Routed metal, one color a layer:
Only two layers are drawn.
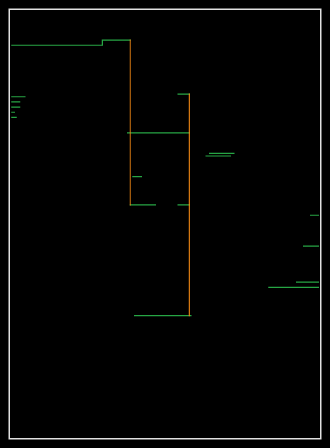
Pin map:
Pins as bars across the die edge, other pins in gray.
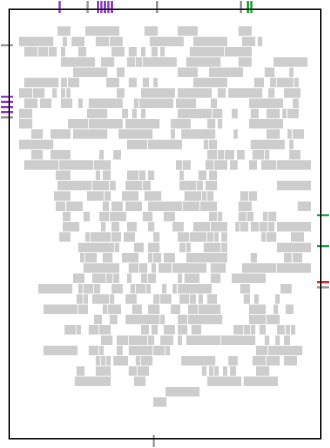
`src/rtl/fc3l_pwm_gen.sv`:
```
// Phase-shifted PWM modulator with dead-time for one 3-level flying-capacitor leg.
// Carrier A is an up/down triangle; carrier B is its mirror (PERIOD - A), giving
// the 180 deg phase shift between the outer (S1/S1c) and inner (S2/S2c) pairs.
//
// Leg FSM (one per switch pair):
//   state | meaning
//   OFF   | both switches off; modulator disabled or faulted
//   LO_ON | complementary switch on, main off
//   DEAD  | both off while the dead-time down-counter runs out
//   HI_ON | main switch on, complementary off
module fc3l_pwm_gen #(
  parameter int CNT_W  = 10,
  parameter int PERIOD = 540,
  parameter int DT     = 14,
  parameter int DT_W   = 5
) (
  input  logic             clk_i,
  input  logic             rst_i,
  input  logic             en_i,
  input  logic             fault_i,
  input  logic [CNT_W-1:0] duty_i,
  input  logic             duty_valid_i,
  output logic             duty_ready_o,
  output logic [3:0]       pwm_o,
  output logic             sync_o,
  output logic             fault_o
);

  localparam logic [CNT_W-1:0] PERIOD_C = CNT_W'(PERIOD);
  localparam logic [DT_W-1:0]  DT_C     = DT_W'(DT);

  typedef enum logic [1:0] {
    OFF   = 2'd0,
    LO_ON = 2'd1,
    DEAD  = 2'd2,
    HI_ON = 2'd3
  } leg_state_e;

  logic [CNT_W-1:0] cnt_q, cnt_d;
  logic             dir_up_q, dir_up_d;
  logic [CNT_W-1:0] cnt_b;
  logic [CNT_W-1:0] pend_q, pend_d;
  logic             pend_v_q, pend_v_d;
  logic [CNT_W-1:0] act_q, act_d;
  logic [CNT_W-1:0] duty_clamped;
  logic             sync_q, sync_d;
  logic             fault_q, fault_d;
  logic             bottom;
  logic             kill;
  logic [1:0]       raw;
  logic [3:0]       pwm_q, pwm_d;

  assign cnt_b        = PERIOD_C - cnt_q;
  assign bottom       = en_i & (cnt_q == '0);
  assign duty_clamped = (duty_i > PERIOD_C) ? PERIOD_C : duty_i;

  // Zero duty must never turn the main switch on, even at the carrier bottom.
  assign raw[0] = (act_q != '0) & (act_q >= cnt_q);
  assign raw[1] = (act_q != '0) & (act_q >= cnt_b);

  // A fault pulse kills the legs on the very next edge, before fault_q is visible.
  assign kill = ~en_i | fault_i | fault_q;

  // Carrier A: triangle 0..PERIOD..0, parked at the bottom counting up while disabled.
  always_comb begin
    cnt_d    = cnt_q;
    dir_up_d = dir_up_q;
    if (!en_i) begin
      cnt_d    = '0;
      dir_up_d = 1'b1;
    end else if (dir_up_q) begin
      if (cnt_q >= PERIOD_C) begin
        cnt_d    = cnt_q - CNT_W'(1);
        dir_up_d = 1'b0;
      end else begin
        cnt_d = cnt_q + CNT_W'(1);
      end
    end else begin
      if (cnt_q == '0) begin
        cnt_d    = CNT_W'(1);
        dir_up_d = 1'b1;
      end else begin
        cnt_d = cnt_q - CNT_W'(1);
      end
    end
  end

  // Duty handshake: one pending slot, promoted to the active duty only at the bottom.
  always_comb begin
    pend_d   = pend_q;
    pend_v_d = pend_v_q;
    act_d    = act_q;
    if (bottom && pend_v_q) begin
      act_d    = pend_q;
      pend_v_d = 1'b0;
    end else if (duty_valid_i && !pend_v_q) begin
      pend_d   = duty_clamped;
      pend_v_d = 1'b1;
    end
  end

  // Period-start pulse and fault latch; dropping enable is the only way to clear a fault.
  always_comb begin
    sync_d  = bottom;
    fault_d = en_i & (fault_q | fault_i);
  end

  // Shared sequential state for carrier, duty path and flags.
  always_ff @(posedge clk_i or posedge rst_i) begin
    if (rst_i) begin
      cnt_q    <= '0;
      dir_up_q <= 1'b1;
      pend_q   <= '0;
      pend_v_q <= 1'b0;
      act_q    <= '0;
      sync_q   <= 1'b0;
      fault_q  <= 1'b0;
      pwm_q    <= '0;
    end else begin
      cnt_q    <= cnt_d;
      dir_up_q <= dir_up_d;
      pend_q   <= pend_d;
      pend_v_q <= pend_v_d;
      act_q    <= act_d;
      sync_q   <= sync_d;
      fault_q  <= fault_d;
      pwm_q    <= pwm_d;
    end
  end

  for (genvar g = 0; g < 2; g++) begin : g_leg
    leg_state_e      st_q, st_d;
    logic [DT_W-1:0] dt_q, dt_d, dt_dec;

    assign dt_dec = dt_q - DT_W'(1);

    // Leg next-state: every turn-on passes through DEAD; raw is only looked at on exit.
    always_comb begin
      st_d = st_q;
      dt_d = dt_q;
      if (kill) begin
        st_d = OFF;
        dt_d = '0;
      end else begin
        unique case (st_q)
          OFF: begin
            st_d = DEAD;
            dt_d = DT_C;
          end
          LO_ON: begin
            if (raw[g]) begin
              st_d = DEAD;
              dt_d = DT_C;
            end
          end
          HI_ON: begin
            if (!raw[g]) begin
              st_d = DEAD;
              dt_d = DT_C;
            end
          end
          DEAD: begin
            dt_d = dt_dec;
            if (dt_dec == '0) st_d = raw[g] ? HI_ON : LO_ON;
          end
          default: begin
            st_d = OFF;
            dt_d = '0;
          end
        endcase
      end
    end

    // Leg state register.
    always_ff @(posedge clk_i or posedge rst_i) begin
      if (rst_i) begin
        st_q <= OFF;
        dt_q <= '0;
      end else begin
        st_q <= st_d;
        dt_q <= dt_d;
      end
    end

    // Each pair is decoded from a single state, so main and comp can never overlap.
    assign pwm_d[2*g]   = (st_d == HI_ON);
    assign pwm_d[2*g+1] = (st_d == LO_ON);
  end

  assign duty_ready_o = ~pend_v_q;
  assign pwm_o        = pwm_q;
  assign sync_o       = sync_q;
  assign fault_o      = fault_q;

endmodule

```
`config.mk`:
```
export PLATFORM = sky130hd
export DESIGN_NAME = fc3l_pwm_gen
export DESIGN_NICKNAME = d
export VERILOG_FILES = /design/src/rtl/fc3l_pwm_gen.sv
export SDC_FILE = /design/constraint.sdc
export NUM_CORES = 1
export LEC_CHECK = 0
export CAP_MARGIN = 5
export CORE_ASPECT_RATIO = 1.4
export CORE_MARGIN = 2
export CORE_UTILIZATION = 37
export CTS_BUF_LIST = sky130_fd_sc_hd__clkbuf_16
export CTS_CLUSTER_DIAMETER = 30
export DETAILED_ROUTE_END_ITERATION = 10
export GPL_ROUTABILITY_DRIVEN = 0
export PLACE_DENSITY_LB_ADDON = 0.12
export SLEW_MARGIN = 20
export SYNTH_ARGS = -nofsm -noshare
export SYNTH_HDL_FRONTEND = slang
export SYNTH_SLANG_ARGS = --single-unit
```
`constraint.sdc`:
```
create_clock -name clk_i -period 2.68 [get_ports clk_i]
set_input_delay 0.402 -clock clk_i [delete_from_list [all_inputs] [get_ports clk_i]]
set_output_delay 0.402 -clock clk_i [all_outputs]
set_load 0.02 [all_outputs]
```
==> Slide: Implementation Results <==
Key Metrics from the Run

Floorplanning
  • Row count: 39
  • Chip area: 0.009252 mm2
  • N_taps: 102

CTS
  • Worst-path clk slew: 70 ps
  • Root Buffer: clkbuf_16

Placement
  • Placed cell count: 450
  • HPWL Detailed: 5.323 mm

Synthesis
  • XORs/XNORs by Area: 5.857%
  • Cells after synthesis: 314
  • Main kind of combinational logic by area: simple AND/OR/NAND/NOR gates
  • Top_reg_cell synth: dfrtp_1
  • Yosys cell count: 314
  • Adders+Majority by Area: 10.36%

Layout
  • Seq cells: 52
  • Buffering overhead: 10.53%
  • Final nets: 402
  • Multi-input gates: 238
  • Design area: 0.003827 mm2
  • Fin util: 46.69%
  • Post-Layout Cell Count: 464

Setup path
  • Critical-path cell list: or4_4 -> nor2_4 -> xnor2_2 -> ha_1 -> nand2_1 -> o21ai_2 -> o22ai_1 -> a31oi_1 -> o311a_1 -> o221a_2
  • Max Fanout on Critical Path: 6
  • Critical path class: flop to flop

Power
  • PwrDens: 684.6 mW/mm2
  • Leakage: 1.700 nW

Route
  • # DRC: 0
  • Antenna Nets Post-Route: 0

Run status
  • Status: finished clean

Timing
  • Worst-Margin Slew: 475.1 ps
  • TNS Setup: 0 ps
  • Final Slew Violations: 0
  • Rel. slew slack: 68.28%
  • # setup viols final: 0

Global routing
  • Routing usage on met1: 19.61%
  • Grt peak-use layer: met2
  • First-pass GRT wire length: 11.74 mm

Min path
  • Hold WC Path Type: input port to asynchronous set/reset pin
Back to the opening pictures, 'routed metal, one color a layer':
Key: green = met3 [wire length 126 um]; orange = met4 [wire length 102 um]
final wirelength: 6.922 mm
Total GRT Usage: 16.42%
Via Count: 2383
WL/cell: 14.92 um

Back to the opening pictures, 'pin map':
Key: red = fault_o [pins 1, direction output, edge right]; purple = duty_i [pins 10, direction input, edge 6 top, 4 left]; green = pwm_o [pins 4, direction output, edge 2 right, 2 top]
All pins by edge: 11 top, 6 left, 4 right, 1 bottom.
Chip Width: 81.87 um
Die Y: 113.0 um
port bufs: 21

-- where the power goes --
group | switching, mW | leakage (nW) | internal (mW) | total (mW)
Sequential | 0.143 | 0.670 | 0.915 | 1.06
Combinational | 0.397 | 0.945 | 0.425 | 0.821
Clock | 0.299 | 0.0856 | 0.441 | 0.740
-- worst max path at each step --
stage | depth (start not counted) | end | slack (ps)
final | 10 | g_leg[1].dt_q[2] | 120
after global routing | 12 | g_leg[1].dt_q[2] | -50
after CTS | 10 | g_leg[1].dt_q[2] | 20
after detailed placement | 10 | g_leg[1].dt_q[2] | -6
after global placement | 10 | g_leg[1].dt_q[2] | 60
after floorplan | 9 | g_leg[1].dt_q[2] | 90
No activity file was given, so power comes from the tool's default toggle rates.
